==> run_1/floorplan.png <==
Bar = 20 um. Pins as bars on the die edge.
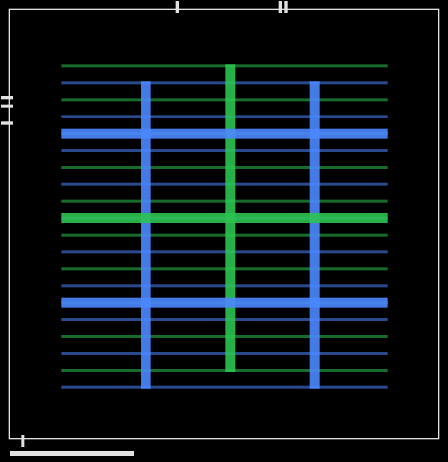
==> run_1/util_map.png <==
Bar = 20 um. 7 x 7 tiles, from black (low) to pale yellow (high), 0 to 100% covered.
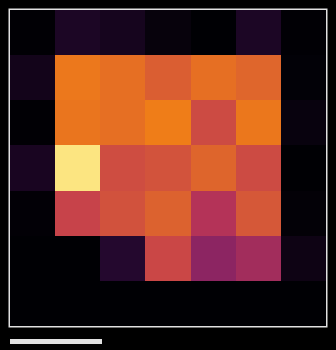
==> run_1/port_trees.png <==
Bar = 20 um.
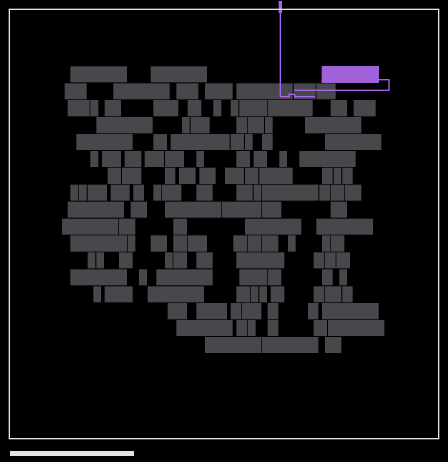
`src/rtl/mux_sel_debounce.sv`:
```
// Push-button select generator: 2-FF synchroniser, debounce FSM, and toggling mux select S.
// Optional periodic auto-toggle is compiled in with `define AUTO_TOGGLE_EN.
module mux_sel_debounce #(
    parameter int DB_CYCLES   = 1000000,
    parameter int CNT_W       = 20,
    parameter int AUTO_PERIOD = 100000000,
    parameter int AUTO_W      = 27
) (
    input  logic clk,
    input  logic rst,
    input  logic btn,
    input  logic auto_en,
    output logic S,
    output logic sel_chg,
    output logic db_level
);

    typedef enum logic [1:0] {IDLE, ARM_HI, HIGH, ARM_LO} state_t;

    localparam logic [CNT_W-1:0] CNT_LAST = CNT_W'(DB_CYCLES - 1);

    state_t           state;
    state_t           state_nxt;
    logic             sync_q;
    logic             btn_s;
    logic [CNT_W-1:0] cnt;
    logic             cnt_done;
    logic             press;
    logic             auto_hit;
    logic             toggle;

    always_ff @(posedge clk or posedge rst) begin
        if (rst) begin
            sync_q <= 1'b0;
            btn_s  <= 1'b0;
        end else begin
            sync_q <= btn;
            btn_s  <= sync_q;
        end
    end

    assign cnt_done = (cnt == CNT_LAST);

    always_ff @(posedge clk or posedge rst) begin
        if (rst) state <= IDLE;
        else     state <= state_nxt;
    end

    always_comb begin
        state_nxt = state;
        case (state)
            IDLE:    if (btn_s)         state_nxt = ARM_HI;
            ARM_HI:  if (!btn_s)        state_nxt = IDLE;
                     else if (cnt_done) state_nxt = HIGH;
            HIGH:    if (!btn_s)        state_nxt = ARM_LO;
            ARM_LO:  if (btn_s)         state_nxt = HIGH;
                     else if (cnt_done) state_nxt = IDLE;
            default:                    state_nxt = IDLE;
        endcase
    end

    always_comb begin
        db_level = (state == HIGH) || (state == ARM_LO);
        press    = (state == ARM_HI) && (state_nxt == HIGH);
    end

    // Counter runs only while arming and restarts on every state change.
    always_ff @(posedge clk or posedge rst) begin
        if (rst)
            cnt <= '0;
        else if ((state_nxt != state) || !((state == ARM_HI) || (state == ARM_LO)))
            cnt <= '0;
        else
            cnt <= cnt + CNT_W'(1);
    end

`ifdef AUTO_TOGGLE_EN
    logic [AUTO_W-1:0] timer;

    // Press takes precedence so a coincident expiry never double-toggles S.
    assign auto_hit = auto_en && (state == IDLE) && (timer == AUTO_W'(AUTO_PERIOD - 1)) && !press;

    always_ff @(posedge clk or posedge rst) begin
        if (rst)
            timer <= '0;
        else if (!auto_en || (state != IDLE) || press || auto_hit)
            timer <= '0;
        else
            timer <= timer + AUTO_W'(1);
    end
`else
    logic unused_auto_en;
    assign unused_auto_en = auto_en;
    assign auto_hit       = 1'b0;
`endif

    assign toggle = press || auto_hit;

    always_ff @(posedge clk or posedge rst) begin
        if (rst) begin
            S       <= 1'b0;
            sel_chg <= 1'b0;
        end else begin
            S       <= S ^ toggle;
            sel_chg <= toggle;
        end
    end

endmodule
```
`config.mk`:
```
export PLATFORM = sky130hd
export DESIGN_NAME = mux_sel_debounce
export DESIGN_NICKNAME = d
export VERILOG_FILES = /design/src/rtl/mux_sel_debounce.sv
export SDC_FILE = /design/constraint.sdc
export NUM_CORES = 1
export LEC_CHECK = 0
export CAP_MARGIN = 20
export CORE_MARGIN = 8
export CORE_UTILIZATION = 45
export DETAILED_ROUTE_END_ITERATION = 16
export PLACE_DENSITY_LB_ADDON = 0.25
export SYNTH_ARGS = -nofsm -noshare
export SYNTH_HDL_FRONTEND = slang
export SYNTH_SLANG_ARGS = --single-unit
```
`constraint.sdc`:
```
create_clock -name clk -period 1.9 [get_ports clk]
set_clock_uncertainty 0.15 [all_clocks]
set_input_delay 0.38 -clock clk [delete_from_list [all_inputs] [get_ports clk]]
set_output_delay 0.38 -clock clk [all_outputs]
set_load 0.005 [all_outputs]
```
==> job_summary.md, run 1 <==
## Synthesis and layout report

| Metric | Value |
|---|---|
| Outcome | finished clean |
| Storage cell area | 651.9 um2 |
| Clock Sinks | 26 |
| Final Max Tran Viols | 0 |
| Total Neg Setup Slack | 0 ns |
| Clock-pin slew of the registers on the worst-case setup and hold paths | 0.15 ns |
| Tool Warnings | 27 |
| Met2 wire length | 1106 um |
| Final Instance Area | 1448 um2 |
| Cell Area, Synth | 1256 um2 |
| CP Class | register to register |
| Worst endpoint data arrival time | 1.87 ns |
| H-tree depth | 1 |
| Synthesis-to-layout area growth | 15.24% |
| R2R depth | 5 |
| Fraction of layout cells with a size suffix above 1 | 0.1704 |
| Late-Pin Clk Latency | 0.31 ns |
| Period minus WS final | 1.802 ns |
| Pin count of the biggest net entering global routing | 27 |
| Chip area | 4738 um2 |
| Crit share post-route | 0.9486 |
| Area after DPL | 1390 um2 |
| Die Wd | 68.84 um |
| Max rail drop VDD | 0.3568 mV |
| Core area | 2710 um2 |
| CP max FO | 8 |
| Routed wire per std cell | 14.11 um |
| Final setup margin | 0.09769 ns |
| Port Buf Inserts | 5 |
| Vias | 901 |
| WL met1 | 1182 um |
| Worst-margin pin slew | 0.3285 ns |
| R2R Setup Slk | 0.1 ns |
| Post-detailed-routing wire length | 2343 um |
| Utilization after layout | 0.5342 |
| Cells after synthesis | 121 |
| Post-route DRC | 0 |
| WL met3 | 39 um |
| Die height | 68.84 um |
| Worst Hold Depth | 0 |
| Post-synthesis chip area from yosys | 1256 um2 |
| Layout Nets | 141 |
| DP Wirelength | 1704 um |
| # Cells Yosys | 121 |
| DRT iter0 DRCs | 40 |
| Number of routed nets with antenna violations | 0 |
| Top routing layer in use | met4 |
| Endpoints failing hold | 0 |
| DR vias/cell | 5.428 |
| Worst min-delay path class | register to register |
| CTS Buf Count | 3 |
| Post-Syn Area per Cell | 10.38 um2 |
| Seq/Total Area, Yosys | 0.5179 |
| GP Congestion | 0.7723 |
| WHS Endpoint | btn_s |
| Seq cells post-synth | 26 |
| N_diodes | 0 |
| Ports | 7 |
| Most frequent cells in the layout | 25 x dfrtp_1, 13 x nor2_1, 12 x xor2_1 |
| Power per cell area | 605.3 nW/um2 |
| Power consumption | 0.8763 mW |
| Gr usage total | 0.1088 |
| Fillers | 250 |
| Worst R2R End | state[1] |
| Critical Path RT | 1.97 ns |
| Vias in the first global route | 924 |
| RR Startpoint | cnt[3] |
## Picture notes: floorplan.png
legend:
  VSS:
    color: blue
  VDD:
    color: green
met5 straps: 3
met4 straps: 3
met1 rails: 20
rows: 19
signal pins: 7

## Picture notes: util_map.png
densest ninth of the die: center
mean over tiles: 30%
emptiest ninth of the die: south-west
nearly empty tiles: 37%
fullest tile: 94%

## Picture notes: port_trees.png
legend:
  S:
    color: purple
    bits: 1
    direction: output
    edge: north
    end_cells: 1
    buffers: 1
    wire: 38.6 um

## run 1: layout make-up
cell class | count | area share
Tap cell | 31 | 0.02679
Sequential cell | 26 | 0.4503
Timing Repair Buffer | 15 | 0.09507
Clock buffer | 4 | 0.02506
Multi-Input combinational cell | 85 | 0.3898
Inverter | 5 | 0.01296
## run 1: worst max-delay path, cell delays in order, from the launching register on
cell	delay [ns]
dfrtp_1	0.39
and4_1	0.22
buf_4	0.18
nand2_1	0.10
nor3_1	0.30
mux2_2	0.37
## run 1: cell families after synthesis
family                   share of synthesized area
AND-OR/OR-AND                              0.06971
XOR/XNOR                                   0.09064
adder cells (fa/ha/maj)                   0.009959
buffers and inverters                      0.04283
flip-flops                                  0.5179
multiplexers                              0.008964
AND/OR/NAND/NOR                             0.2600
## run 1: flip-flops by register name (all words and copies together), names as in the netlist
register,flops
cnt,20
state,2
S,1
btn_s,1
sel_chg,1
sync_q,1
## run 1: synthesized netlist by cell type
library cell,count,area (um2)
nor4_2,1,12.51
nor4_1,1,6.260
nor3_1,1,5.000
and2_1,2,12.51
nor4b_1,1,8.760
o21ai_0,5,25.02
o211ai_2,1,12.51
or3_1,5,31.28
ha_1,1,12.51
mux2_2,1,11.26
dfrtp_1,26,650.6
and4_1,1,8.760
nor2_1,13,48.80
xnor2_1,1,8.760
and3_1,4,25.02
and3_2,1,7.510
o31ai_1,2,15.01
buf_2,1,5.000
nand3_1,4,20.02
a21oi_1,7,35.03
clkbuf_1,2,7.510
buf_6,2,22.52
or4_1,2,15.01
nand2_1,8,30.03
nand4_4,1,21.27
xor2_1,12,105.1
nand3_4,1,17.52
nor2b_1,1,6.260
inv_1,5,18.77
nand4_1,7,43.79
nand2b_1,1,6.260
## run 1: metal layers
metal  up-vias  track usage
met3         2      0.02100
met5         -            0
met1       447       0.1449
met4         0      0.05263
li1        449            -
met2         3       0.1661
## run 1: where the power goes
part	internal, mW	switching, mW	total, mW
Combinational	0.0133	0.0224	0.0357
Sequential	0.559	0.00381	0.562
Clock	0.117	0.161	0.278
## run 1: what timing repair did
action / CTS / global route
buffers inserted: 0 / 1
endpoints found under the setup margin: 0 / 5
resized: 0 / 3
## run 1: worst max path at each step
stage,from,to
after floorplan,cnt[15],cnt[12]
after global placement,cnt[12],state[1]
after detailed placement,cnt[12],state[1]
after global routing,cnt[3],cnt[18]
after CTS,cnt[12],state[1]
final,cnt[3],state[1]
==> run_1/class_map.png <==
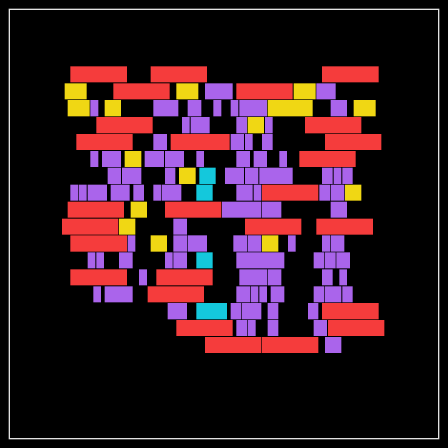

==> run 1 -> run 2 <==
- CORE_MARGIN: 8 -> 3
==> run_2/class_map.png <==
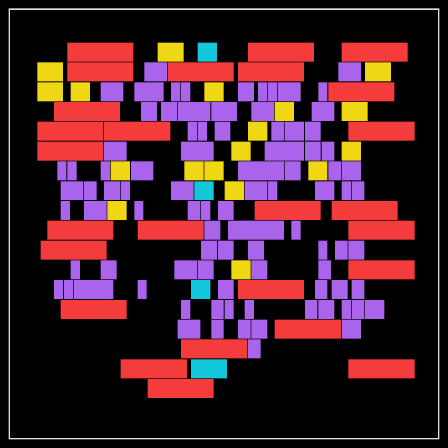
legend:
  remaining buffers and delay cells:
    color: yellow
    cells: 18
    share_of_their_area: 10%
  registers:
    color: red
    cells: 26
    share_of_their_area: 46%
  clock drivers and dummy loads:
    color: cyan
    cells: 4
    share_of_their_area: 2.6%
  remaining logic cells:
    color: purple
    cells: 90
    share_of_their_area: 41%

==> job_summary.md, run 2 <==
## Synthesis and layout report

| Metric | Value |
|---|---|
| Outcome | finished clean |
| Ports | 7 (unchanged) |
| Port Buf Inserts | 5 (unchanged) |
| CP Class | register to register |
| Synth top area cells | dfrtp_1 52%, xor2_1 8.4%, nor2_1 3.9%, nand4_1 3.5%, a21oi_1 2.8% |
| Critical Path RT | 1.98 ns (about the same) |
| Clock share of power | 0.327 (+0.010) |
| Tool Warnings | 27 (unchanged) |
| Fraction of layout cells with a size suffix above 1 | 0.1884 (+0.01804) |
| Pin count of the biggest net entering global routing | 27 (unchanged) |
| Commonest flop | dfrtp_1 |
| Slowest CP cell | dfrtp_1 |
| Seq cells post-synth | 26 (unchanged) |
| R2R Setup Slk | 0.09 ns (about the same) |
| Die Wd | 58.84 um (-15%) |
| # Cells Yosys | 121 (unchanged) |
| Gr usage total | 0.1520 (+0.04320) |
| Clock-pin slew of the registers on the worst-case setup and hold paths | 0.15 ns (about the same) |
| Synth top cell by count | dfrtp_1 |
| Area after DPL | 1406 um2 (+1.2%) |
| Number of flip-flops in the largest register | 20 (unchanged) |
| Final Max Tran Viols | 0 (unchanged) |
| Crit share post-route | 0.9551 (+0.006546) |
| Seq/Total Area, Yosys | 0.5179 (unchanged) |
| Fillers | 247 (-1.2%) |
| Post-Syn Area per Cell | 10.38 um2 (unchanged) |
| Number of routed nets with antenna violations | 0 (unchanged) |
| Sw frac | 0.2237 (+0.009734) |
| Synth async-reset ratio | 1.000 (unchanged) |
| Routed wire per std cell | 14.01 um (-0.73%) |
| DRT iter0 DRCs | 48 (+20%) |
| Top delay family on crit path | simple AND/OR/NAND/NOR gates |
| N_diodes | 0 (unchanged) |
| Power per cell area | 608.3 nW/um2 (+0.48%) |
| H-tree depth | 1 (unchanged) |
| Power consumption | 0.8859 mW (+1.1%) |
| Regs by FF count | cnt (20), state (2) |
| Post-detailed-routing wire length | 2354 um (+0.47%) |
| RR Startpoint | cnt[12] |
| CP max FO | 4 (-4) |
| Synthesis-to-layout area growth | 15.94% |
| Total Neg Setup Slack | 0 ns (unchanged) |
| Worst path bufs/invs | 0 (-1) |
| Max rail drop VDD | 0.5315 mV (+49%) |
| CTS Buf Count | 3 (unchanged) |
| Die height | 58.84 um (-15%) |
| Post-synthesis chip area from yosys | 1256 um2 (unchanged) |
| Vias | 934 (+3.7%) |
| Core area | 2567 um2 (-5.3%) |
| Most frequent cells in the layout | 26 x dfrtp_1, 13 x nor2_1, 13 x buf_4 |
| Crit-path max cell delay | 0.44 ns (+0.05 ns) |
| Post-route DRC | 0 (unchanged) |
| Register bank with the most flops | cnt |
| R2R depth | 4 (-1) |
| DR vias/cell | 5.560 (+2.4%) |
| Cells after synthesis | 121 (unchanged) |
| Internal cell power | 0.6877 mW (-0.16%) |
| Chip area | 3462 um2 (-27%) |
| Worst min-delay path class | register to register |
| Combinational share of power | 0.038 (-0.003) |
==> run_2/floorplan.png <==
Bar = 20 um. Pins as bars on the die edge.
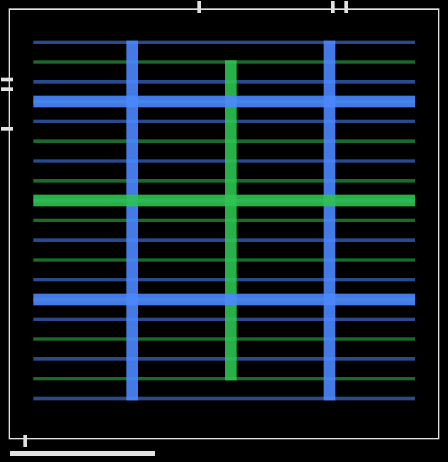
legend:
  VSS:
    color: blue
  VDD:
    color: green
met1 rails: 19
met5 straps: 3
rows: 18
signal pins: 7
met4 straps: 3

-- run 2: area by class of cell --
type | instances | area, um2 | share of cell area
sequential | 26 | 650.6 | 0.4467
multi-input combinational | 85 | 565.5 | 0.3883
timing repair buffer | 18 | 147.6 | 0.1014
tap | 30 | 37.54 | 0.02577
clock buffer | 4 | 36.28 | 0.02491
inverter | 5 | 18.77 | 0.01289
-- run 2: cells by family (layout without fill, tap and decap cells) --
kind of cell,Yosys count,after routing,share of synthesized area
and+or+nand+nor,55,55,0.2600
DFF,26,26,0.5179
AOI/OAI and AO/OA,15,15,0.06971
xor gates and xnor gates,13,13,0.09064
buffers and inverters,10,27,0.04283
adders and majority gates,1,1,0.009959
muxes,1,1,0.008964
-- run 2: how the worst max path moves through the flow --
stage / to / from / depth (start not counted) / slack, ns
after floorplan: cnt[12] / cnt[15] / 5 / 0.11
after global placement: state[1] / cnt[12] / 4 / 0.07
after detailed placement: state[1] / cnt[12] / 4 / 0.05
after CTS: state[1] / cnt[12] / 4 / 0.02
after global routing: cnt[18] / cnt[4] / 5 / 0.006
final: state[1] / cnt[12] / 4 / 0.09
-- run 2: metal layers --
metal,routed length [um],global-route usage,part of all wire,up-vias
li1,-,-,-,457
met2,1100,0.2382,0.47,8
met1,1174,0.2056,0.50,464
met5,0,0,0,-
met4,43,0.07767,0.018,0
met3,36,0.01974,0.015,5
-- run 2: per-stage QoR --
step	worst slack, ns	hold WS (ns)
final	0.08525	0.2264
after global routing	0.006211	0.2340
after CTS	0.02254	0.2299
after detailed placement	0.05135	0.1878
after global placement	0.06806	0.1845
after floorplan	0.1059	0.1812
-- run 2: power groups by stage --
stage                     Combinational (mW)  Sequential [mW]  Clock [mW]
after CTS                             0.0349            0.562       0.295
final                                 0.0339            0.562       0.290
after floorplan                       0.0216            0.572           0
after detailed placement              0.0351            0.573           0
after global placement                0.0336            0.572           0
after global routing                  0.0392            0.563       0.309
Power and IR drop assume default switching activity.
